$ cat config.mk
export PLATFORM = sky130hd
export DESIGN_NAME = decode_stage
export DESIGN_NICKNAME = d
export VERILOG_FILES = /design/src/rtl/mips_pkg.sv /design/src/rtl/decode_stage_regfile.sv /design/src/rtl/decode_stage.sv
export SDC_FILE = /design/constraint.sdc
export NUM_CORES = 2
export LEC_CHECK = 0
export CAP_MARGIN = 20
export CORE_MARGIN = 3
export CORE_UTILIZATION = 55
export CTS_CLUSTER_DIAMETER = 30
export DETAILED_ROUTE_END_ITERATION = 10
export GPL_ROUTABILITY_DRIVEN = 0
export HOLD_SLACK_MARGIN = 0.08
export PLACE_DENSITY = 0.76
export SLEW_MARGIN = 25
export SYNTH_ARGS = -nofsm -noshare
export SYNTH_HDL_FRONTEND = slang
export SYNTH_SLANG_ARGS = --single-unit
export TNS_END_PERCENT = 100
$ cat constraint.sdc
create_clock -name clock -period 1.85 [get_ports clock]
set_input_delay 0.37 -clock clock [delete_from_list [all_inputs] [get_ports clock]]
set_output_delay 0.37 -clock clock [all_outputs]
set_load 0.01 [all_outputs]
$ cat src/rtl/mips_pkg.sv
// Shared MIPS decode constants and the ID/EX pipeline register payload.
package mips_pkg;

  localparam int unsigned XLEN     = 32;
  localparam int unsigned NUM_REGS = 32;
  localparam int unsigned REG_AW   = 5;
  localparam int unsigned OP_W     = 6;

  localparam logic [XLEN-1:0] PC_RESET = 32'h8002_0000;

  localparam logic [OP_W-1:0] OP_RTYPE = 6'h00;
  localparam logic [OP_W-1:0] OP_JAL   = 6'h03;
  localparam logic [OP_W-1:0] OP_ANDI  = 6'h0C;
  localparam logic [OP_W-1:0] OP_ORI   = 6'h0D;
  localparam logic [OP_W-1:0] OP_XORI  = 6'h0E;
  localparam logic [OP_W-1:0] OP_LB    = 6'h20;
  localparam logic [OP_W-1:0] OP_LH    = 6'h21;
  localparam logic [OP_W-1:0] OP_LW    = 6'h23;
  localparam logic [OP_W-1:0] OP_LBU   = 6'h24;
  localparam logic [OP_W-1:0] OP_LHU   = 6'h25;

  localparam logic [OP_W-1:0]   FN_JR  = 6'h08;
  localparam logic [REG_AW-1:0] REG_RA = 5'd31;

  typedef struct packed {
    logic [XLEN-1:0]   pc;
    logic [XLEN-1:0]   rs_data;
    logic [XLEN-1:0]   rt_data;
    logic [XLEN-1:0]   imm_ext;
    logic [OP_W-1:0]   opcode;
    logic [OP_W-1:0]   funct;
    logic [REG_AW-1:0] shamt;
    logic [REG_AW-1:0] rs_addr;
    logic [REG_AW-1:0] rt_addr;
    logic [REG_AW-1:0] dest;
    logic              mem_read;
    logic              reg_write;
    logic              valid;
  } idex_t;

  function automatic logic is_load(input logic [OP_W-1:0] op);
    return (op == OP_LB) || (op == OP_LH) || (op == OP_LW) ||
           (op == OP_LBU) || (op == OP_LHU);
  endfunction

endpackage

$ cat src/rtl/decode_stage_regfile.sv
// 32x32 register file: two combinational read ports, one write port, r0 fixed at 0.
// DECODE_WB_BYPASS_EN forwards same-cycle write data to the read ports.
module decode_stage_regfile
  import mips_pkg::*;
(
  input  logic              clock,
  input  logic              reset,
  input  logic [REG_AW-1:0] rs_addr_i,
  input  logic [REG_AW-1:0] rt_addr_i,
  output logic [XLEN-1:0]   rs_data_o,
  output logic [XLEN-1:0]   rt_data_o,
  input  logic              we_i,
  input  logic [REG_AW-1:0] wa_i,
  input  logic [XLEN-1:0]   wd_i
);

  logic [XLEN-1:0] regs_q [NUM_REGS];

  always_ff @(posedge clock) begin
    if (reset) begin
      for (int i = 0; i < int'(NUM_REGS); i++) regs_q[i] <= '0;
    end else if (we_i && (wa_i != '0)) begin
      regs_q[wa_i] <= wd_i;
    end
  end

  always_comb begin
    rs_data_o = (rs_addr_i == '0) ? '0 : regs_q[rs_addr_i];
    rt_data_o = (rt_addr_i == '0) ? '0 : regs_q[rt_addr_i];
`ifdef DECODE_WB_BYPASS_EN
    if (we_i && (wa_i != '0) && (wa_i == rs_addr_i)) rs_data_o = wd_i;
    if (we_i && (wa_i != '0) && (wa_i == rt_addr_i)) rt_data_o = wd_i;
`endif
  end

endmodule

$ cat src/rtl/decode_stage.sv
// MIPS ID stage: field/control decode, register read, immediate extend,
// load-use stall and the ID/EX register. Optional: DECODE_WB_BYPASS_EN (regfile bypass).
module decode_stage
  import mips_pkg::*;
#(
  parameter logic [31:0] PC_RESET = mips_pkg::PC_RESET
) (
  input  logic        clock,
  input  logic        reset,
  input  logic [31:0] pc_in,
  input  logic [31:0] insn_in,
  input  logic        insn_valid,
  input  logic        flush,
  input  logic        wb_en,
  input  logic [4:0]  wb_addr,
  input  logic [31:0] wb_data,
  output logic        stall,
  output logic [31:0] pc_out,
  output logic [31:0] rs_data,
  output logic [31:0] rt_data,
  output logic [31:0] imm_ext,
  output logic [5:0]  opcode,
  output logic [5:0]  funct,
  output logic [4:0]  shamt,
  output logic [4:0]  rs_addr,
  output logic [4:0]  rt_addr,
  output logic [4:0]  dest,
  output logic        mem_read,
  output logic        reg_write,
  output logic        valid_out
);

  idex_t idex_q, idex_d;

  logic [OP_W-1:0]   op_c;
  logic [OP_W-1:0]   fn_c;
  logic [REG_AW-1:0] rs_c, rt_c, rd_c;
  logic [XLEN-1:0]   rs_rd_c, rt_rd_c;
  logic              hazard_c;

  assign op_c = insn_in[31:26];
  assign rs_c = insn_in[25:21];
  assign rt_c = insn_in[20:16];
  assign rd_c = insn_in[15:11];
  assign fn_c = insn_in[5:0];

  decode_stage_regfile u_rf (
    .clock     (clock),
    .reset     (reset),
    .rs_addr_i (rs_c),
    .rt_addr_i (rt_c),
    .rs_data_o (rs_rd_c),
    .rt_data_o (rt_rd_c),
    .we_i      (wb_en),
    .wa_i      (wb_addr),
    .wd_i      (wb_data)
  );

  // Load in ID/EX whose destination feeds the instruction now being decoded.
  assign hazard_c = idex_q.valid && idex_q.mem_read && (idex_q.dest != '0) &&
                    ((idex_q.dest == rs_c) || (idex_q.dest == rt_c)) &&
                    insn_valid && !flush && !reset;
  assign stall = hazard_c;

  always_comb begin
    idex_d           = '0;
    idex_d.pc        = pc_in;
    idex_d.rs_data   = rs_rd_c;
    idex_d.rt_data   = rt_rd_c;
    idex_d.opcode    = op_c;
    idex_d.funct     = fn_c;
    idex_d.shamt     = insn_in[10:6];
    idex_d.rs_addr   = rs_c;
    idex_d.rt_addr   = rt_c;
    idex_d.mem_read  = is_load(op_c);
    idex_d.valid     = 1'b1;

    if ((op_c == OP_ANDI) || (op_c == OP_ORI) || (op_c == OP_XORI))
      idex_d.imm_ext = {16'h0000, insn_in[15:0]};
    else
      idex_d.imm_ext = {{16{insn_in[15]}}, insn_in[15:0]};

    if (op_c == OP_RTYPE)     idex_d.dest = rd_c;
    else if (op_c == OP_JAL)  idex_d.dest = REG_RA;
    else                      idex_d.dest = rt_c;

    if (op_c == OP_RTYPE)                         idex_d.reg_write = (fn_c != FN_JR);
    else if ((op_c >= 6'h08) && (op_c <= 6'h0F))  idex_d.reg_write = 1'b1;
    else                                          idex_d.reg_write = is_load(op_c) || (op_c == OP_JAL);

    if (idex_d.dest == '0) idex_d.reg_write = 1'b0;

    // Flush, stall and empty slots all become bubbles; the PC still advances.
    if (!insn_valid || flush || hazard_c) begin
      idex_d.valid     = 1'b0;
      idex_d.mem_read  = 1'b0;
      idex_d.reg_write = 1'b0;
    end
  end

  always_ff @(posedge clock) begin
    if (reset) begin
      idex_q    <= '0;
      idex_q.pc <= PC_RESET;
    end else begin
      idex_q    <= idex_d;
    end
  end

  assign pc_out    = idex_q.pc;
  assign rs_data   = idex_q.rs_data;
  assign rt_data   = idex_q.rt_data;
  assign imm_ext   = idex_q.imm_ext;
  assign opcode    = idex_q.opcode;
  assign funct     = idex_q.funct;
  assign shamt     = idex_q.shamt;
  assign rs_addr   = idex_q.rs_addr;
  assign rt_addr   = idex_q.rt_addr;
  assign dest      = idex_q.dest;
  assign mem_read  = idex_q.mem_read;
  assign reg_write = idex_q.reg_write;
  assign valid_out = idex_q.valid;

endmodule

==> summary.txt <==
Main metrics from the flow reports.

The flow ran to the end, but the final reports show violations. The final reports fail on setup timing. The tree is rooted in a sky130_fd_sc_hd__clkbuf_16. Setup repair after global routing could not meet its margin everywhere. STA classifies the critical path startpoint as a register.

After detailed routing, the average wire length per cell comes to 34.1 um. The sequential cell area in the final layout is 33500 um2. The number of global-route vias before repair is 44262.

The top fanout value on the critical path came out at 3. The clock buffer count from CTS is 224. The placed cell count came out at 6006. The count of max-cap constraint violations came out at 0. The top achievable clock speed came out at 400 MHz. The antenna cell count came out at 20. After clock tree synthesis, the flow added hold-fix buffers numbering 6.

The areal power density over the cells is 1090 nW/um2. Entering global routing, the biggest net connects 57 pins. The main kind of combinational logic by area is multiplexers. The count of inserted tapcells is 1391. Per the layout report, the design carries 270 clock buffers. The worst clock skew on the final layout is 0.0403 ns. The initial cell density of the core came out at 55.6%. The maximum clock insertion buffer count came out at 3. Setup slack on the worst path after placement came out at -0.665 ns.

The final worst slack is -0.651 ns. The last timing report of the flow puts the setup violation total at 9.
metal layers:
metal | global-route usage (%) | vias to the layer above | share of wire [%]
met4 | 24.9 | 6 | 7.2
met3 | 15.4 | 1061 | 16
met5 | 0.0851 | - | 0.019
li1 | - | 17182 | -
met1 | 48.9 | 21490 | 33
met2 | 57.6 | 4470 | 44
worst paths after layout:
check,endpoint,slack [ns],depth (start not counted)
min,pc_out[12]$_SDFF_PP0_,0.11,2
min reg2reg,rt_data[4]$_SDFF_PP0_,0.73,3
max,stall,-0.65,7
max reg2reg,rs_data[30]$_SDFF_PP0_,0.08,3
cell usage after synthesis (all sizes together), types with 3 or more instances:
master and count:
or4 3, xnor2 10, a211oi 19, o22ai 5, mux4 320, and2 996, nor2b 72, nand3b 6
nor3 3, clkbuf 277, nor2 109, nand3 5, buf 174, inv 34, edfxtp 1024, nand2b 5
or3 3, or2 33, nand2 9, nor3b 4, mux2 54, mux2i 321, o21ai 310, a221oi 128
dfxtp 137, or3b 3, a21oi 89, nand4 65
critical path, stage by stage, from the launching register on:
cell                      delay, ns
sky130_fd_sc_hd__dfxtp_4       0.34
sky130_fd_sc_hd__buf_4         0.16
sky130_fd_sc_hd__xnor2_2       0.21
sky130_fd_sc_hd__nand3_2       0.11
sky130_fd_sc_hd__o22ai_2       0.18
sky130_fd_sc_hd__nand2_1       0.07
sky130_fd_sc_hd__nor2_1        0.09
sky130_fd_sc_hd__buf_2         0.15
sequential cells by signal, summed over array words and instances (netlist names):
name / flops
u_rf.regs_q: 1024
rs_data: 32
rt_addr: 5
reg_write: 1
mem_read: 1
dest: 5
imm_ext: 17
pc_out: 32
valid_out: 1
rt_data: 32
opcode: 6
rs_addr: 5
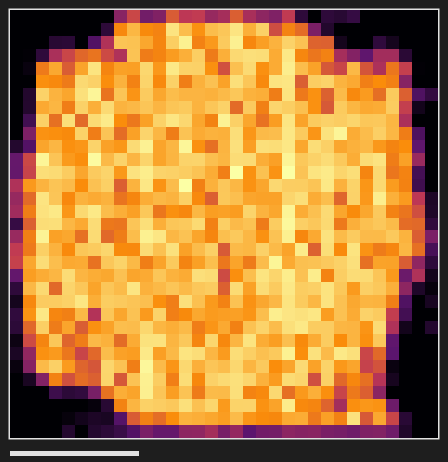
(images/density.png)
Bar = 100 um. 33 x 33 tiles, from black (low) to pale yellow (high), 0 to 100% covered.
- tiles over 75% full: 60%
- mean over tiles: 67%
- fullest tile: 100%
- nearly empty tiles: 10%

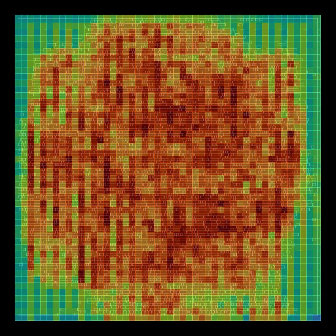
(images/final_congestion.png)
share of the core filled with cells: 71.5%
GRT Total Usage: 39.3%
GR met2 Demand/Resource: 57.6%
most utilized layer in the global route result: met2

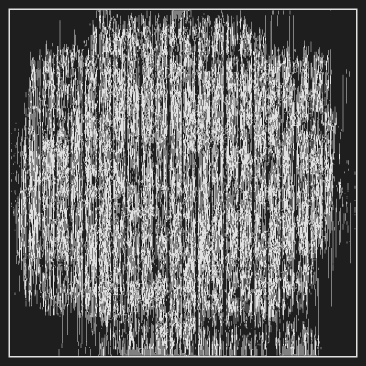
(images/met2.png)
- share of all routed wire: 44%
- longest straight run: 125 um
- main direction: vertical
- nets with wire on the layer: 4364

Power figures rest on the tool's default switching activity, not on a simulated workload.
